## config.mk

```make
export PLATFORM = sky130hd
export DESIGN_NAME = ad9911_update_arbiter
export DESIGN_NICKNAME = d
export VERILOG_FILES = /design/src/rtl/ad9911_pkg.sv /design/src/rtl/ad9911_update_arbiter_rr_pick.sv /design/src/rtl/ad9911_update_arbiter.sv
export SDC_FILE = /design/constraint.sdc
export NUM_CORES = 1
export LEC_CHECK = 0
export CAP_MARGIN = 30
export CORE_MARGIN = 3
export CORE_UTILIZATION = 40
export CTS_BUF_LIST = sky130_fd_sc_hd__clkbuf_4
export CTS_CLUSTER_DIAMETER = 100
export DETAILED_ROUTE_END_ITERATION = 8
export PLACE_DENSITY = 0.91
export SLEW_MARGIN = 0
export SYNTH_ARGS = -nofsm -noshare
export SYNTH_HDL_FRONTEND = slang
export SYNTH_SLANG_ARGS = --single-unit
```

## constraint.sdc

```tcl
create_clock -name CLOCK_10M -period 3.9 [get_ports CLOCK_10M]
set_clock_uncertainty 0.1 [all_clocks]
set_input_delay 0.39 -clock CLOCK_10M [delete_from_list [all_inputs] [get_ports CLOCK_10M]]
set_output_delay 0.39 -clock CLOCK_10M [all_outputs]
set_load 0.02 [all_outputs]
```

## src/rtl/ad9911_pkg.sv

```systemverilog
// Shared AD9911 update-path definitions: arbiter state encoding and default widths.
// Latency: n/a (types and constants only).
// Backpressure: n/a.
package ad9911_pkg;

  localparam int DEF_N_REQ   = 4;
  localparam int DEF_FTW_W   = 32;
  localparam int DEF_CH_W    = 2;
  // Per-phase handshake budget in CLOCK_10M cycles, shared with the writer and sequencers.
  localparam int DEF_TIMEOUT = 1023;

  typedef enum logic [1:0] {
    IDLE    = 2'd0,
    HI      = 2'd1,
    LO      = 2'd2,
    RECOVER = 2'd3
  } arb_state_t;

endpackage

```

## src/rtl/ad9911_update_arbiter_rr_pick.sv

```systemverilog
// Round-robin picker: first set request bit searching upward from ptr, wrapping.
// Latency: purely combinational.
// Backpressure: none; the caller decides when the pick is consumed.
module rr_pick #(
  parameter int N_REQ = 4,
  parameter int PW    = $clog2(N_REQ)
) (
  input  logic [N_REQ-1:0] req,
  input  logic [PW-1:0]    ptr,
  output logic [N_REQ-1:0] win_oh,
  output logic [PW-1:0]    win_idx,
  output logic             win_vld
);

  function automatic logic [PW-1:0] pos(input logic [PW-1:0] p, input int k);
    return PW'((int'(p) + k) % N_REQ);
  endfunction

  // Scan from the farthest offset down so the nearest set bit to ptr is the last write.
  always_comb begin
    win_idx = '0;
    win_vld = 1'b0;
    win_oh  = '0;
    for (int k = N_REQ - 1; k >= 0; k--) begin
      if (req[pos(ptr, k)]) begin
        win_idx = pos(ptr, k);
        win_vld = 1'b1;
      end
    end
    if (win_vld) begin
      win_oh[win_idx] = 1'b1;
    end
  end

endmodule

```

## src/rtl/ad9911_update_arbiter.sv

```systemverilog
// Shares the AD9911 FTW update channel among N_REQ requesters with round-robin grant and a 4-phase UPDATE/UPDATED handshake.
// Latency: REQ sampled -> UPDATE high at the next edge; ACK one cycle after UPDATED falls.
// Backpressure: requesters hold REQ until ACK/ERR; each handshake phase aborts with ERR after TIMEOUT cycles.
module ad9911_update_arbiter
  import ad9911_pkg::*;
#(
  parameter int N_REQ   = DEF_N_REQ,
  parameter int FTW_W   = DEF_FTW_W,
  parameter int CH_W    = DEF_CH_W,
  parameter int TIMEOUT = DEF_TIMEOUT
) (
  input  logic                   CLOCK_10M,
  input  logic                   RESET,
  input  logic                   INITIED,
  input  logic [N_REQ-1:0]       REQ,
  input  logic [N_REQ*FTW_W-1:0] REQ_FTW,
  input  logic [N_REQ*CH_W-1:0]  REQ_CH,
  output logic [N_REQ-1:0]       ACK,
  output logic [N_REQ-1:0]       ERR,
  output logic [N_REQ-1:0]       GRANT,
  output logic                   BUSY,
  output logic                   UPDATE,
  output logic [FTW_W-1:0]       FREQW,
  output logic [CH_W-1:0]        CHSEL,
  input  logic                   UPDATED
);

  localparam int PW = $clog2(N_REQ);
  localparam int CW = $clog2(TIMEOUT + 1);
  localparam logic [CW-1:0] CNT_LAST = CW'(TIMEOUT - 1);

  arb_state_t        state;
  logic [PW-1:0]     ptr;
  logic [PW-1:0]     gidx;
  logic [PW-1:0]     ptr_next;
  logic [CW-1:0]     cnt;
  logic [N_REQ-1:0]  win_oh;
  logic [PW-1:0]     win_idx;
  logic              win_vld;
  logic              phase_expired;
  logic              can_grant;

  rr_pick #(
    .N_REQ (N_REQ),
    .PW    (PW)
  ) u_rr_pick (
    .req     (REQ),
    .ptr     (ptr),
    .win_oh  (win_oh),
    .win_idx (win_idx),
    .win_vld (win_vld)
  );

  // Next round-robin start: one past the current owner, wrapping.
  assign ptr_next = (gidx == PW'(N_REQ - 1)) ? '0 : gidx + 1'b1;

  // cnt never passes CNT_LAST, so it cannot wrap.
  assign phase_expired = (cnt == CNT_LAST);

  // ACK/ERR still high means the previous owner may not have dropped REQ yet.
  assign can_grant = INITIED && win_vld && (ACK == '0) && (ERR == '0);

  // Grant / handshake / abort FSM with all outputs registered.
  always_ff @(posedge CLOCK_10M or posedge RESET) begin
    if (RESET) begin
      state  <= IDLE;
      ptr    <= '0;
      gidx   <= '0;
      cnt    <= '0;
      ACK    <= '0;
      ERR    <= '0;
      GRANT  <= '0;
      BUSY   <= 1'b0;
      UPDATE <= 1'b0;
      FREQW  <= '0;
      CHSEL  <= '0;
    end else begin
      ACK <= '0;
      ERR <= '0;
      case (state)
        IDLE: begin
          if (can_grant) begin
            GRANT  <= win_oh;
            gidx   <= win_idx;
            BUSY   <= 1'b1;
            UPDATE <= 1'b1;
            FREQW  <= REQ_FTW[win_idx*FTW_W +: FTW_W];
            CHSEL  <= REQ_CH[win_idx*CH_W +: CH_W];
            cnt    <= '0;
            state  <= HI;
          end
        end
        HI: begin
          // A late UPDATED on the expiry cycle still counts as success.
          if (UPDATED) begin
            UPDATE <= 1'b0;
            cnt    <= '0;
            state  <= LO;
          end else if (phase_expired) begin
            ERR    <= GRANT;
            UPDATE <= 1'b0;
            GRANT  <= '0;
            ptr    <= ptr_next;
            state  <= RECOVER;
          end else begin
            cnt <= cnt + 1'b1;
          end
        end
        LO: begin
          if (!UPDATED) begin
            ACK   <= GRANT;
            GRANT <= '0;
            BUSY  <= 1'b0;
            ptr   <= ptr_next;
            state <= IDLE;
          end else if (phase_expired) begin
            ERR    <= GRANT;
            UPDATE <= 1'b0;
            GRANT  <= '0;
            ptr    <= ptr_next;
            state  <= RECOVER;
          end else begin
            cnt <= cnt + 1'b1;
          end
        end
        RECOVER: begin
          // Hold BUSY until the writer lets go so a stale UPDATED cannot finish the next owner's handshake.
          if (!UPDATED) begin
            BUSY  <= 1'b0;
            state <= IDLE;
          end
        end
        default: state <= IDLE;
      endcase
    end
  end

endmodule
```

### Track usage over the die, run 1

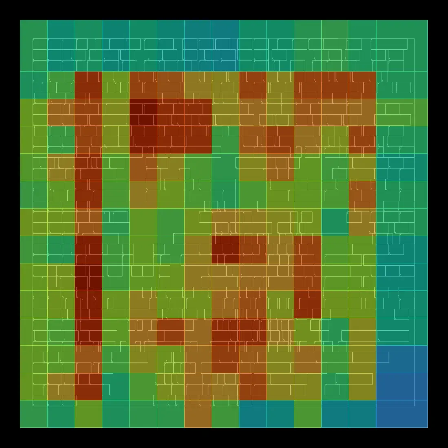
met3 Track Usage GR: 5.55%
final core utilization: 66.8%
GR Util All Layers: 23.4%
met2 usage: 40.3%

### Register map, names as in the netlist, run 1

Other sequential cells in the stronger gray, the rest of the logic in the fainter gray.
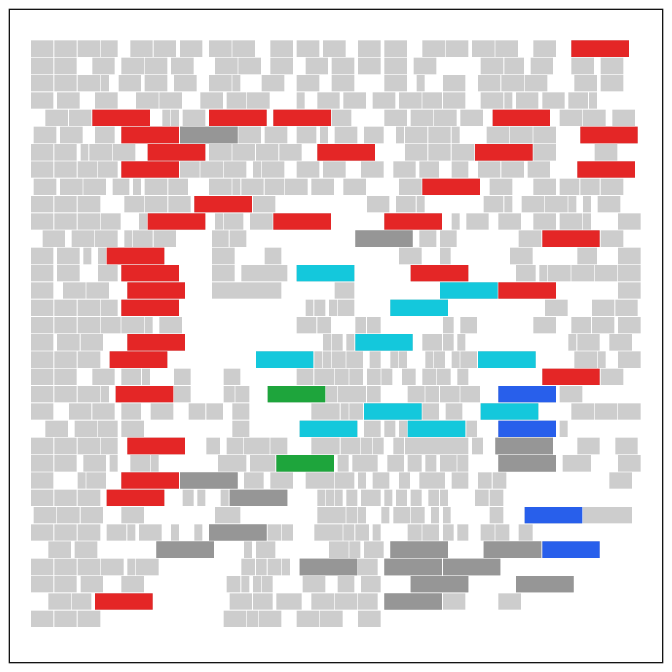
[blue] ERR | sequential cells: 4
[cyan] cnt | sequential cells: 10
[green] state | sequential cells: 2
[red] FREQW | sequential cells: 32
not colored: 16

### Metal 4, run 1

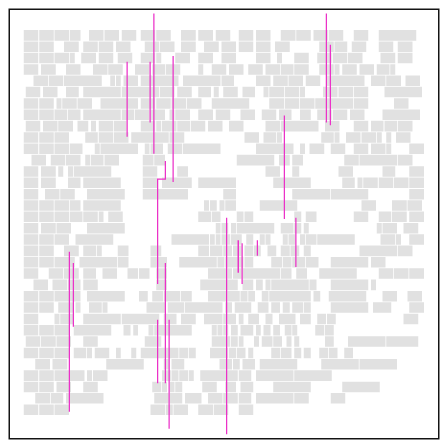
wire length on this layer: 402 um
share of all routed wire: 3.3%

==> results.yml, run 1 <==
# yosys + openroad results
run_status:
  status: "completed"
power:
  p_per_area_mw_per_mm2: 624
  p_int_mw: 2.16
  seq_power_share_pct: 28.8
  power.leakage_nw: 2.69
  comb_cell_power_mw: 2.20
  clkPwrFrac_pct: 12.0
  p_switching_mw: 1.55
  power_clock_mw: 0.444
  maxPowerGroup: "combinational cells"
die:
  pin_count: 192
  die_height_um: 103
  rows: 34
  core-area_sq_mm: 0.00889
timing:
  min_period_over_period_pct: 62.8
  whs_ns: 0.388
  drv_slew: 0
  setup_viol: 0
  hold_viol_final: 0
  setup_ws_ns: 1.45
  fin_setup_tns_ns: 0
  max_slew_margin_pct: 39.6
logic_synthesis:
  synth_cells: 366
  syn_avg_cell_area_sq_um: 10.2
  synth_warnings: 0
  yosys_cells: 366
  synthArstFlopShare_pct: 100
  syn-num-nets: 517
  netlist.area_leader.share_pct: 42.9
  synth_cell_type_count: 48
  dominantRegCellSynth: "dfrtp_1"
  ys.flops: 64
  top_area_cell: "dfrtp_1"
  synthAoiAreaFrac_pct: 18.2
  xor_area_share_pct: 0
  synth_adder_area_share_pct: 2.34
  seq_area_frac_synth_pct: 42.9
  area_leaders: "dfrtp_1, mux2i_1, o221ai_1, nand2_1, o21ai_0"
global_routing:
  grt_pass1_wl_um: 19300
  antenna_found_initial: 1
  grt-busiest-layer: "met2"
  grt_start_max_net_pins: 46
  grt_pass1_vias: 4001
  grt_overflow: 0
route:
  drt-initial-drc-count: 171
  wl_met1_um: 4590
  vias_per_cell: 5.70
  wl_um: 12300
  dr_wl_met3_um: 870
  ant_nets: 0
  drc: 0
  vias: 3830
  post_drt_wl_per_cell_um: 18.2
  top_layer: "met4"
final_layout:
  regMostFlops: "FREQW"
  num-nonclk-buffers: 205
  lay_top_cells: "clkdlybuf4s50_1, mux2i_1, dfrtp_1, nand2_1, o221ai_1"
  non_clock_buffer_area_share_pct: 34.1
  sh_seq_area_pct: 27.0
  logic_gate_count: 270
  finish.instance_area_sq_mm: 0.00594
  final_cell_count_no_fill: 672
  insertedDiodeCount: 1
  final_nets: 709
  final-seq-area_sq_mm: 0.00160
  largestClassByArea: "non-clock buffers"
  nFlopsAndLatches: 64
  reg.largest.list: "FREQW: 32 flops, cnt: 10 flops"
clock_network:
  cts_tree: "done"
  path_clk_slew_ns: 0.11
  cts_max_path_buffers: 2
  root_buffer: "clkbuf_4"
critical_path:
  cp_cell_sequence: "clkdlybuf4s50_1, nor2_1, nor4b_1, nor2_4, buf_4, mux2i_1, o221ai_1"
  cp_data_required_time_ns: 4.05
  cp_num_buf_inv: 2
  rr_endpoint: "cnt[5]$_DFFE_PP0P_"
  cp.depth: 7
  cp-startpoint: "REQ[3]"
placed_design:
  portBuffers: 191
  gp_congestion: 0.962
  place_area_sq_mm: 0.00581
worst_hold_path:
  hp-class: "reg -> reg"
  worstHoldEndpoint: "cnt[5]$_DFFE_PP0P_"
### Routed clock nets over the placement, run 1

Scale bar: 20 um.
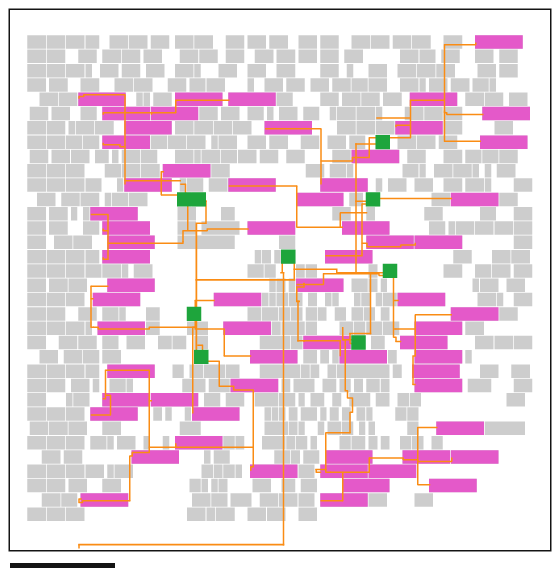

## Run 2: what changed since run 1
==> constraint.sdc (replaced) <==
create_clock -name CLOCK_10M -period 2.5 [get_ports CLOCK_10M]
set_clock_uncertainty 0.1 [all_clocks]
set_input_delay 0.25 -clock CLOCK_10M [delete_from_list [all_inputs] [get_ports CLOCK_10M]]
set_output_delay 0.25 -clock CLOCK_10M [all_outputs]
set_load 0.02 [all_outputs]
### Routed clock nets over the placement, run 2

Scale bar: 20 um.
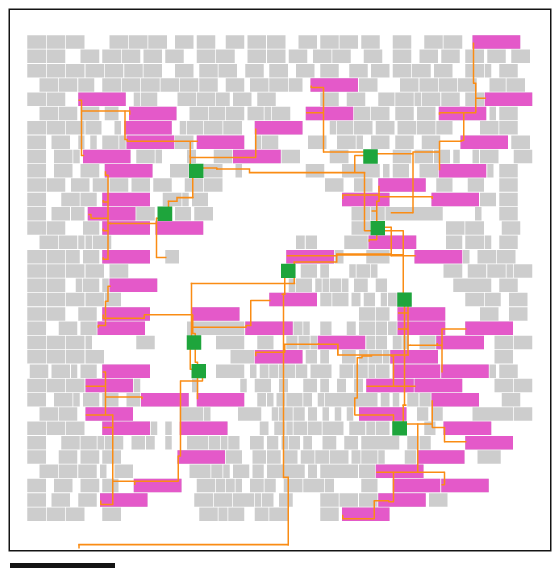
[magenta] flip-flops | count: 64
[orange] clock wires | length: 859 um
[green] clock drivers | count: 9
flops lie: spread over the die
routed clock nets: 10
Clock power frac: 13.2%
Late-Pin Clk Latency: 0.41 ns
Clk. pwr: 0.794 mW

### Track usage over the die, run 2

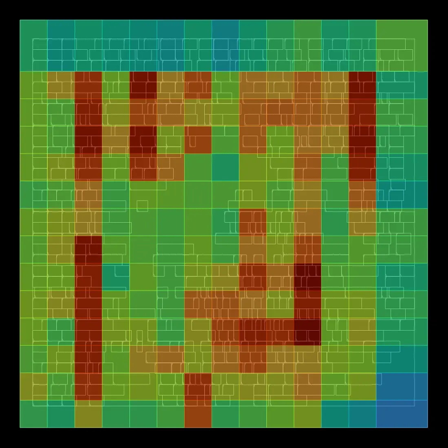
final core utilization: 68.5%
grt met1 use: 27.5%
detail-routed net length per standard cell: 18.1 um
most crowded layer after global routing: met2
GR Util All Layers: 23.2%

==> run 2 against run 1 <==
Setup slack lost 1.3 ns. First-iteration DRC count decreased by 1.8%. Global-route usage down 0.18 points. Sequential cell count stayed put. Hold slack got worse by 0.27 ns. Sequential power increased by 55%. Non-clock buffer count rose by 9. Clock power rose by 79%. Power is 63% higher. Register-to-register slack worse by 1.4 ns. Synthesized cell count stayed put.
==> results.yml, run 2 <==
# yosys + openroad results
global_routing:
  grt_overflow: 0
  grt_use_met3_pct: 5.48
  antenna_found_initial: 0
  grt_util_met2_pct: 39.3
  grt_pass1_vias: 3939
  grt_pass1_wl_um: 18900
  grt_start_max_net_pins: 39
route:
  ant_nets: 0
  top_layer: "met4"
  drt-initial-drc-count: 168
  wl_met1_um: 4640
  vias: 3838
  dr_wl_met3_um: 954
  vias_per_cell: 5.64
  wl_um: 12300
  drc: 0
timing:
  setup_ws_ns: 0.153
  max_slew_margin_pct: 60.6
  whs_ns: 0.120
  min_period_over_period_pct: 93.9
  fin_setup_tns_ns: 0
  drv_slew: 0
  setup_viol: 0
  hold_viol_final: 0
  tightest_slew_ns: 0.590
clock_network:
  cts_max_path_buffers: 2
  cts_sinks: 64
  root_buffer: "clkbuf_4"
  path_clk_slew_ns: 0.11
  cts_tree: "done"
power:
  p_switching_mw: 2.45
  seq_power_share_pct: 27.4
  p_per_area_mw_per_mm2: 991
  power.leakage_nw: 2.76
  p_int_mw: 3.59
  comb_cell_power_mw: 3.58
  ir_worst_vdd_uv: 573
  p_total_mw: 6.04
  p_seq_mw: 1.66
  maxPowerGroup: "combinational cells"
critical_path:
  rr_endpoint: "cnt[5]$_DFFE_PP0P_"
  r2r_start: "state[0]$_DFFE_PP0P_"
  cp_data_required_time_ns: 2.74
  cp.depth: 7
  end_kind: "register"
  cp-startpoint: "state[0]$_DFFE_PP0P_"
  cp_cell_sequence: "inv_1, ha_2, and2_1, o21ai_0, or3_4, or4_1, o21ai_1"
  cp-endpoint: "cnt[5]$_DFFE_PP0P_"
  cp_num_buf_inv: 1
final_layout:
  regMostFlops: "FREQW"
  final_cell_count_no_fill: 680
  logic_gate_count: 270
  non_clock_buffer_area_share_pct: 35.3
  n_all_inverters: 8
  sh_seq_area_pct: 26.3
  insertedDiodeCount: 0
  lay_top_cells: "clkdlybuf4s50_1, mux2i_1, dfrtp_1, nand2_1, o221ai_1"
  nFlopsAndLatches: 64
  num-nonclk-buffers: 214
  largestClassByArea: "non-clock buffers"
  final_nets: 718
  final-seq-area_sq_mm: 0.00160
  finish.instance_area_sq_mm: 0.00609
  reg.largest.list: "FREQW: 32 flops, cnt: 10 flops"
  syn2layout_area_growth_pct: 63.0
die:
  die_height_um: 103
  die_w_um: 103
  core-area_sq_mm: 0.00889
  pin_count: 192
  fp_util_pct: 42.0
  rows: 34
placed_design:
  portBuffers: 191
  pre_cts_ws_ns: 0.0138
  gp_congestion: 0.964
  place_area_sq_mm: 0.00593
logic_synthesis:
  ys.flops: 64
  synth_cells: 366
  synthAoiAreaFrac_pct: 18.2
  synth_warnings: 0
  top_area_cell: "dfrtp_1"
  xor_area_share_pct: 0
  synthSimpleGateAreaFrac_pct: 14.3
  netlist.area_leader.share_pct: 42.9
  most_common_cell: "mux2i_1"
  area_leaders: "dfrtp_1, mux2i_1, o221ai_1, nand2_1, o21ai_0"
  dominantRegCellSynth: "dfrtp_1"
  seq_area_frac_synth_pct: 42.9
  syn_avg_cell_area_sq_um: 10.2
  syn-num-nets: 517
  yosys_cells: 366
  synthArstFlopShare_pct: 100
  synth_cell_type_count: 48
  synth_adder_area_share_pct: 2.34
run_status:
  status: "completed"
worst_hold_path:
  hp-class: "in -> async"
### Pin placement, run 2

Pins as bars across the die edge, other pins in gray.
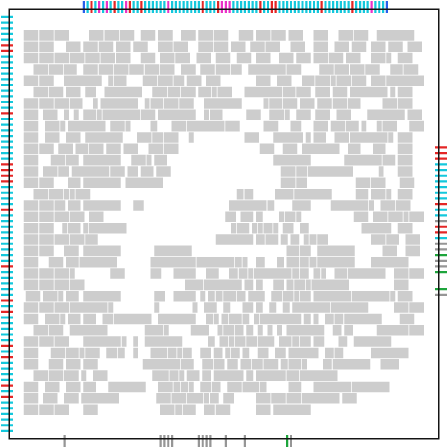
[blue] CHSEL | pins: 2 | direction: output | edge: top
[green] ACK | pins: 4 | direction: output | edge: 3 right, 1 bottom
[red] FREQW | pins: 32 | direction: output | edge: 15 left, 11 top, 6 right
[magenta] REQ_CH | pins: 8 | direction: input | edge: top
[cyan] REQ_FTW | pins: 128 | direction: input | edge: 59 top, 59 left, 10 right
all pins by edge: 80 top, 74 left, 25 right, 13 bottom

## Run 3: what changed since run 2
--- a/config.mk
+++ b/config.mk
@@ -16,3 +16,4 @@
 export SYNTH_ARGS = -nofsm -noshare
 export SYNTH_HDL_FRONTEND = slang
 export SYNTH_SLANG_ARGS = --single-unit
+export TNS_END_PERCENT = 5
### Metal 4, run 3

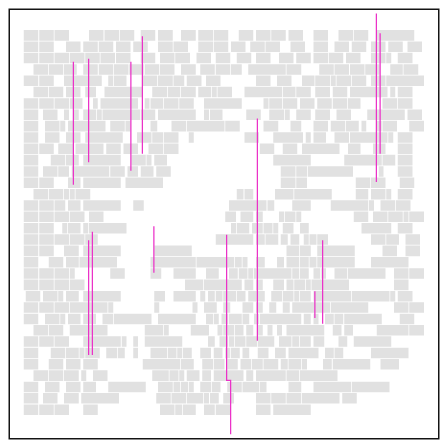
main direction: vertical
nets with wire on the layer: 12
longest straight run: 53.0 um
via count: 3838
Routed WL: 12300 um

### Track usage over the die, run 3

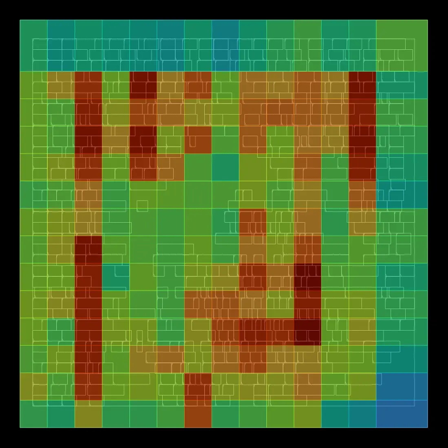
met2 usage: 39.3%
met3 Track Usage GR: 5.48%

==> run 3 against run 2 <==
Sequential power about the same. Sequential share of layout area unchanged. Critical path depth unchanged. Critical path type unchanged. Critical endpoint unchanged. Largest power group unchanged.
==> results.yml, run 3 <==
# yosys + openroad results
die:
  core-area_sq_mm: 0.00889
  die_height_um: 103
  die_w_um: 103
  pin_count: 192
  fp_util_pct: 42.0
timing:
  setup_viol: 0
  max_slew_margin_pct: 60.6
  hold_viol_final: 0
  whs_ns: 0.120
  drv_slew: 0
  tightest_slew_ns: 0.590
  setup_ws_ns: 0.153
final_layout:
  num-nonclk-buffers: 214
  logic_gate_count: 270
  finish.instance_area_sq_mm: 0.00609
  lay_top_cells: "clkdlybuf4s50_1, mux2i_1, dfrtp_1, nand2_1, o221ai_1"
  final_util_pct: 68.5
  final_cell_count_no_fill: 680
  non_clock_buffer_area_share_pct: 35.3
  insertedDiodeCount: 0
  syn2layout_area_growth_pct: 63.0
  reg.largest.list: "FREQW: 32 flops, cnt: 10 flops"
  nFlopsAndLatches: 64
global_routing:
  met1_usage_pct: 27.5
  antenna_found_initial: 0
  grt_overflow: 0
  grt_pass1_vias: 3939
  grt_pass1_wl_um: 18900
  grtUsageTotal_pct: 23.2
  grt-busiest-layer: "met2"
worst_hold_path:
  hp-class: "in -> async"
critical_path:
  cp_cell_sequence: "inv_1, ha_2, and2_1, o21ai_0, or3_4, or4_1, o21ai_1"
  cp_data_required_time_ns: 2.74
  cp-endpoint: "cnt[5]$_DFFE_PP0P_"
  r2r_start: "state[0]$_DFFE_PP0P_"
  rr_endpoint: "cnt[5]$_DFFE_PP0P_"
  cp_num_buf_inv: 1
  end_kind: "register"
  cp.depth: 7
logic_synthesis:
  synthSimpleGateAreaFrac_pct: 14.3
  syn_avg_cell_area_sq_um: 10.2
  ys.flops: 64
  synthAoiAreaFrac_pct: 18.2
  seq_area_frac_synth_pct: 42.9
  synth_cell_type_count: 48
  area_leaders: "dfrtp_1, mux2i_1, o221ai_1, nand2_1, o21ai_0"
  xor_area_share_pct: 0
  syn-num-nets: 517
  netlist.area_leader.share_pct: 42.9
  synth_warnings: 0
  top_area_cell: "dfrtp_1"
  synthArstFlopShare_pct: 100
  dominantRegCellSynth: "dfrtp_1"
route:
  dr_wl_met3_um: 954
  ant_nets: 0
  drt-initial-drc-count: 168
  drc: 0
  post_drt_wl_per_cell_um: 18.1
  vias_per_cell: 5.64
  top_layer: "met4"
power:
  power_clock_mw: 0.794
  p_switching_mw: 2.45
  maxPowerGroup: "combinational cells"
  p_int_mw: 3.59
  clkPwrFrac_pct: 13.2
  ir_worst_vdd_uv: 573
  seq_power_share_pct: 27.4
  p_per_area_mw_per_mm2: 991
  power.leakage_nw: 2.76
  comb_cell_power_mw: 3.58
  p_total_mw: 6.04
clock_network:
  path_clk_slew_ns: 0.11
  cts_sinks: 64
  cts_max_path_buffers: 2
  cts_tree: "done"
  insertion_delay_ns: 0.41
  root_buffer: "clkbuf_4"
placed_design:
  place_area_sq_mm: 0.00593
  pre_cts_ws_ns: 0.0138
  portBuffers: 191
  gp_congestion: 0.964
run_status:
  status: "completed"
### Register map, names as in the netlist, run 3

Other sequential cells in the stronger gray, the rest of the logic in the fainter gray.
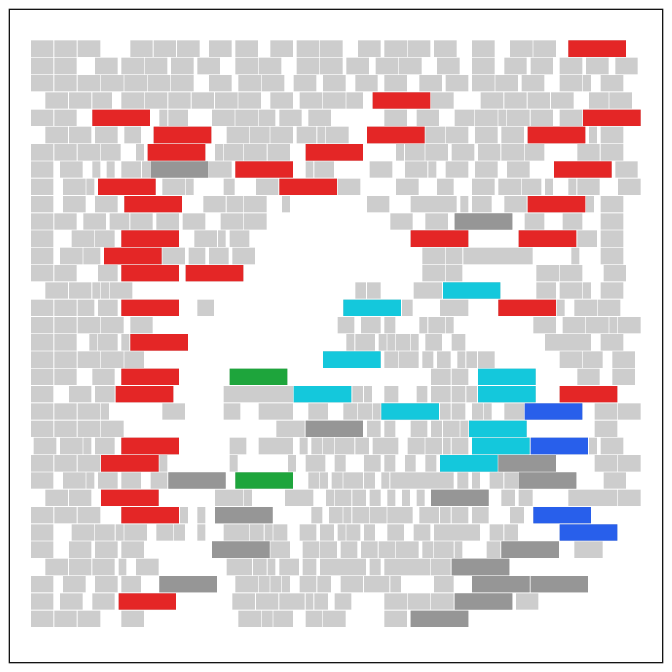
[blue] ERR | sequential cells: 4 | where: bottom right
[red] FREQW | sequential cells: 32
[cyan] cnt | sequential cells: 10
[green] state | sequential cells: 2
not colored: 16
Register Area: 0.00160 sq mm
Seq/total area: 26.3%
Power Sequential: 1.66 mW

Power is estimated from default activity; no workload was simulated.
